## config.mk

```make
export PLATFORM = sky130hd
export DESIGN_NAME = gray_tx_scheduler
export DESIGN_NICKNAME = d
export VERILOG_FILES = /design/src/rtl/gray_tx_pkg.sv /design/src/rtl/gray_rr_arb.sv /design/src/rtl/gray_tx_scheduler.sv
export SDC_FILE = /design/constraint.sdc
export NUM_CORES = 1
export LEC_CHECK = 0
export ABC_AREA = 0
export CAP_MARGIN = 20
export CORE_AREA = 2 2 50 52
export CTS_CLUSTER_DIAMETER = 60
export DETAILED_ROUTE_END_ITERATION = 10
export DIE_AREA = 0 0 52 54
export MAX_ROUTING_LAYER = met4
export PLACE_DENSITY = 0.81
export SYNTH_ARGS = -nofsm -noshare
export SYNTH_HDL_FRONTEND = slang
export SYNTH_HIERARCHICAL = 1
export SYNTH_SLANG_ARGS = --single-unit
```

## constraint.sdc

```tcl
create_clock -name G_CLK_TX -period 5.1 [get_ports G_CLK_TX]
set_input_delay 0.51 -clock G_CLK_TX [delete_from_list [all_inputs] [get_ports G_CLK_TX]]
set_output_delay 0.51 -clock G_CLK_TX [all_outputs]
set_load 0.03 [all_outputs]
```

## src/rtl/gray_tx_pkg.sv

```systemverilog
// rtl/gray_tx_pkg.sv - shared types, frame constants and Gray helper for gray_tx_scheduler
//
// Optional feature macro: GRAY_TX_PARITY_EN (adds an even-parity bit after the data bits).
package gray_tx_pkg;

    typedef enum logic [2:0] {
        ST_IDLE,
        ST_START,
        ST_DATA,
        ST_PARITY,
        ST_STOP
    } state_t;

    // Non-data bits per frame: start + stop, plus parity when enabled.
`ifdef GRAY_TX_PARITY_EN
    localparam int FRAME_OVERHEAD = 3;
`else
    localparam int FRAME_OVERHEAD = 2;
`endif

    // Widest word the helper handles; callers zero-extend and slice back.
    localparam int GRAY_MAX_W = 16;

    // Zero-extension keeps the result exact for any narrower width.
    function automatic logic [GRAY_MAX_W-1:0] bin2gray(input logic [GRAY_MAX_W-1:0] d);
        return d ^ (d >> 1);
    endfunction

endpackage

```

## src/rtl/gray_rr_arb.sv

```systemverilog
// rtl/gray_rr_arb.sv - combinational round-robin winner search starting after the pointer
//
// Ports:
//   i_req   - pending request per requester
//   i_ptr   - last granted index; search begins at i_ptr+1 and wraps at NREQ
//   o_win   - index of the winning requester (0 when none)
//   o_valid - at least one request is pending
module gray_rr_arb #(
    parameter int NREQ  = 4,
    parameter int IDX_W = $clog2(NREQ)
) (
    input  logic [NREQ-1:0]  i_req,
    input  logic [IDX_W-1:0] i_ptr,
    output logic [IDX_W-1:0] o_win,
    output logic             o_valid
);

    logic [IDX_W-1:0] w_k;

    // Walk offsets from farthest to nearest so the nearest set bit is the last one written.
    always_comb begin
        o_valid = 1'b0;
        o_win   = '0;
        w_k     = '0;
        for (int i = NREQ; i >= 1; i--) begin
            w_k = IDX_W'((int'(i_ptr) + i) % NREQ);
            if (i_req[w_k]) begin
                o_valid = 1'b1;
                o_win   = w_k;
            end
        end
    end

endmodule

```

## src/rtl/gray_tx_scheduler.sv

```systemverilog
// rtl/gray_tx_scheduler.sv - round-robin scheduler driving one framed Gray-code serial lane
//
// Optional feature macro: GRAY_TX_PARITY_EN (even-parity bit between data and stop).
// Ports:
//   G_CLK_TX   - transmit clock, rising edge
//   rst        - asynchronous active-low reset; aborts any frame in progress
//   req_i      - level request per requester, held until granted
//   data_i     - binary words, requester k at [k*WIDTH +: WIDTH]
//   gnt_o      - one-hot pulse during the start-bit cycle of the winner's frame
//   owner_o    - index of the current or last granted requester
//   busy_o     - frame in progress
//   tx_o       - serial line, idles high; start 0, Gray bits MSB first, [parity], stop 1
//   tx_valid_o - high for every frame bit
module gray_tx_scheduler
    import gray_tx_pkg::*;
#(
    parameter int NREQ  = 4,
    parameter int WIDTH = 4
) (
    input  logic                     G_CLK_TX,
    input  logic                     rst,
    input  logic [NREQ-1:0]          req_i,
    input  logic [NREQ*WIDTH-1:0]    data_i,
    output logic [NREQ-1:0]          gnt_o,
    output logic [$clog2(NREQ)-1:0]  owner_o,
    output logic                     busy_o,
    output logic                     tx_o,
    output logic                     tx_valid_o
);

    localparam int IDX_W = $clog2(NREQ);
    localparam int CNT_W = $clog2(WIDTH);

    state_t             r_state, w_state_n;
    logic [WIDTH-1:0]   r_shift, w_shift_n;
    logic [CNT_W-1:0]   r_cnt, w_cnt_n;
    logic [IDX_W-1:0]   r_ptr, w_ptr_n;
    logic [IDX_W-1:0]   r_owner, w_owner_n;
    logic [NREQ-1:0]    r_gnt, w_gnt_n;
    logic               r_busy, w_busy_n;
    logic               r_tx, w_tx_n;
    logic               r_tx_valid, w_tx_valid_n;
`ifdef GRAY_TX_PARITY_EN
    logic               r_par, w_par_n;
`endif

    logic [IDX_W-1:0]   w_win;
    logic               w_win_valid;
    logic [WIDTH-1:0]   w_word;
    logic [WIDTH-1:0]   w_gray;

    gray_rr_arb #(
        .NREQ  (NREQ),
        .IDX_W (IDX_W)
    ) u_arb (
        .i_req   (req_i),
        .i_ptr   (r_ptr),
        .o_win   (w_win),
        .o_valid (w_win_valid)
    );

    assign w_word = data_i[w_win*WIDTH +: WIDTH];
    assign w_gray = WIDTH'(bin2gray(GRAY_MAX_W'(w_word)));

    always_ff @(posedge G_CLK_TX or negedge rst) begin
        if (!rst) begin
            r_state    <= ST_IDLE;
            r_shift    <= '0;
            r_cnt      <= '0;
            r_ptr      <= IDX_W'(NREQ - 1);
            r_owner    <= '0;
            r_gnt      <= '0;
            r_busy     <= 1'b0;
            r_tx       <= 1'b1;
            r_tx_valid <= 1'b0;
`ifdef GRAY_TX_PARITY_EN
            r_par      <= 1'b0;
`endif
        end else begin
            r_state    <= w_state_n;
            r_shift    <= w_shift_n;
            r_cnt      <= w_cnt_n;
            r_ptr      <= w_ptr_n;
            r_owner    <= w_owner_n;
            r_gnt      <= w_gnt_n;
            r_busy     <= w_busy_n;
            r_tx       <= w_tx_n;
            r_tx_valid <= w_tx_valid_n;
`ifdef GRAY_TX_PARITY_EN
            r_par      <= w_par_n;
`endif
        end
    end

    // Outputs are registered: each branch computes the line value for the state being entered.
    always_comb begin
        w_state_n    = r_state;
        w_shift_n    = r_shift;
        w_cnt_n      = r_cnt;
        w_ptr_n      = r_ptr;
        w_owner_n    = r_owner;
        w_gnt_n      = '0;
        w_busy_n     = r_busy;
        w_tx_n       = r_tx;
        w_tx_valid_n = r_tx_valid;
`ifdef GRAY_TX_PARITY_EN
        w_par_n      = r_par;
`endif
        case (r_state)
            ST_IDLE: begin
                if (w_win_valid) begin
                    w_state_n        = ST_START;
                    w_shift_n        = w_gray;
                    w_gnt_n[w_win]   = 1'b1;
                    w_owner_n        = w_win;
                    w_ptr_n          = w_win;
                    w_busy_n         = 1'b1;
                    w_tx_n           = 1'b0;
                    w_tx_valid_n     = 1'b1;
`ifdef GRAY_TX_PARITY_EN
                    w_par_n          = ^w_gray;
`endif
                end
            end
            ST_START: begin
                w_state_n = ST_DATA;
                w_tx_n    = r_shift[WIDTH-1];
                w_shift_n = {r_shift[WIDTH-2:0], 1'b0};
                w_cnt_n   = '0;
            end
            ST_DATA: begin
                if (r_cnt == CNT_W'(WIDTH - 1)) begin
`ifdef GRAY_TX_PARITY_EN
                    w_state_n = ST_PARITY;
                    w_tx_n    = r_par;
`else
                    w_state_n = ST_STOP;
                    w_tx_n    = 1'b1;
`endif
                end else begin
                    w_tx_n    = r_shift[WIDTH-1];
                    w_shift_n = {r_shift[WIDTH-2:0], 1'b0};
                    w_cnt_n   = r_cnt + 1'b1;
                end
            end
            ST_PARITY: begin
                w_state_n = ST_STOP;
                w_tx_n    = 1'b1;
            end
            ST_STOP: begin
                w_state_n    = ST_IDLE;
                w_tx_n       = 1'b1;
                w_tx_valid_n = 1'b0;
                w_busy_n     = 1'b0;
            end
            default: begin
                w_state_n    = ST_IDLE;
                w_tx_n       = 1'b1;
                w_tx_valid_n = 1'b0;
                w_busy_n     = 1'b0;
            end
        endcase
    end

    assign gnt_o      = r_gnt;
    assign owner_o    = r_owner;
    assign busy_o     = r_busy;
    assign tx_o       = r_tx;
    assign tx_valid_o = r_tx_valid;

endmodule

```

Fig. 1: where the registers sit
Other sequential cells in the stronger gray, the rest of the logic in the fainter gray.
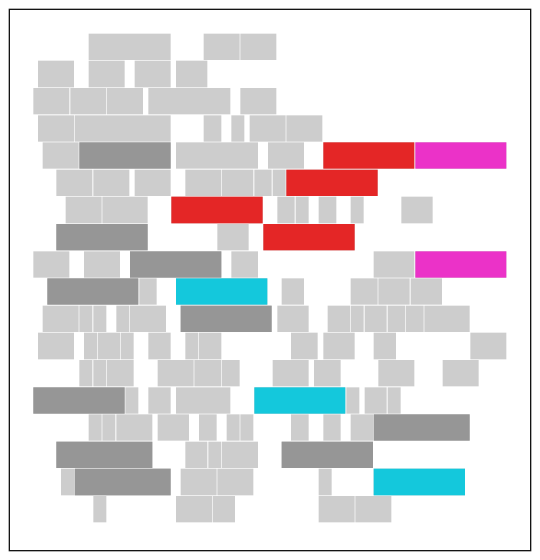
Key: r_cnt = magenta [flops 2]; r_shift = red [flops 4]; r_state = cyan [flops 3]
Another 10 sequential cells are not colored.

Fig. 2: nets reached from selected ports
Scale bar: 20 um.
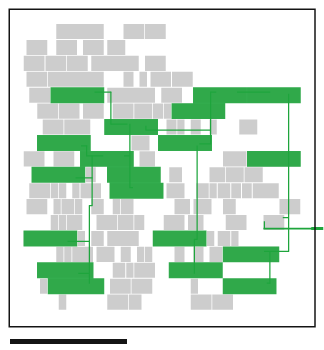
Key: rst = green [direction input, end cells 19, buffers 1, wire 157 um]

Fig. 3: M2 wires
Scale bar: 20 um.
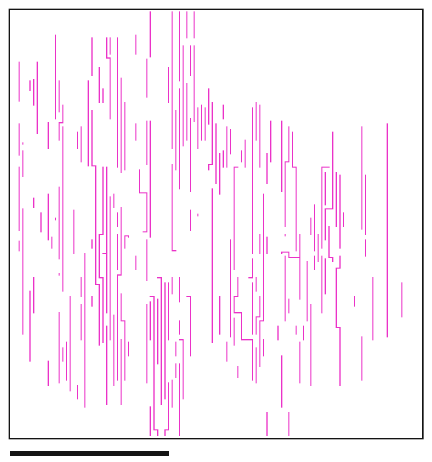
The layer carries 1200 um of wire. 131 nets have wire on it.

==> flow_summary.yaml <==
# generated from flow reports
pwr:
  total_power_uw: 805
  clockPowerShare_pct: 9.4
min_path:
  worstHoldStart: "owner_o[1]$_DFFE_PN0P_"
  hold_path_class: "flip-flop to flip-flop"
  min_to: "owner_o[1]$_DFFE_PN0P_"
  whs_path_depth: 2
synth:
  synth_cells: 97
  synth_top_area_share_pct: 38.4
  synthAdderAreaFrac_pct: 1.20
  synth.most_common_cell: "dfrtp_1"
  yosys.area_share.simple_pct: 17.3
layout:
  sh_comb_area_pct: 37.5
  buffer_area_share_pct: 22.0
  stdcell_count: 155
  fin_area_sq_mm: 0.00137
  ff_latch_area_sq_um: 479
  num-nets-final: 149
  post-route-util_pct: 58.9
global_routing:
  grt_util_met3_pct: 6.11
  grt_pass1_vias: 870
  grt_first_pass_wirelength_um: 3760
  met2_usage_pct: 34.4
  grt_max_degree: 20
  grt_overflow: 0
timing:
  timing.fmax_mhz: 399
  tightest_slew_ns: 0.849
routing:
  via_per_inst: 5.25
  highest_layer: "met4"
  drt-met1-wl_um: 895
clocking:
  ctsResizeCount: 0
  cts_tree: "done"
  cts_buffer_depth: 2
worst_setup_path:
  ff2ff_path_depth: 7
  end_kind: "flip-flop"
  start_kind: "input pin"
  worst_path_dominant_cell_family: "multiplexers"
job:
  max-cap-violations: 0
place:
  gp_congestion: 0.795
  dp_slack_ns: 2.25
floorplanning:
  tap_cells: 30
run_status:
  status: "complete, no violations"
Power and IR drop assume default switching activity.
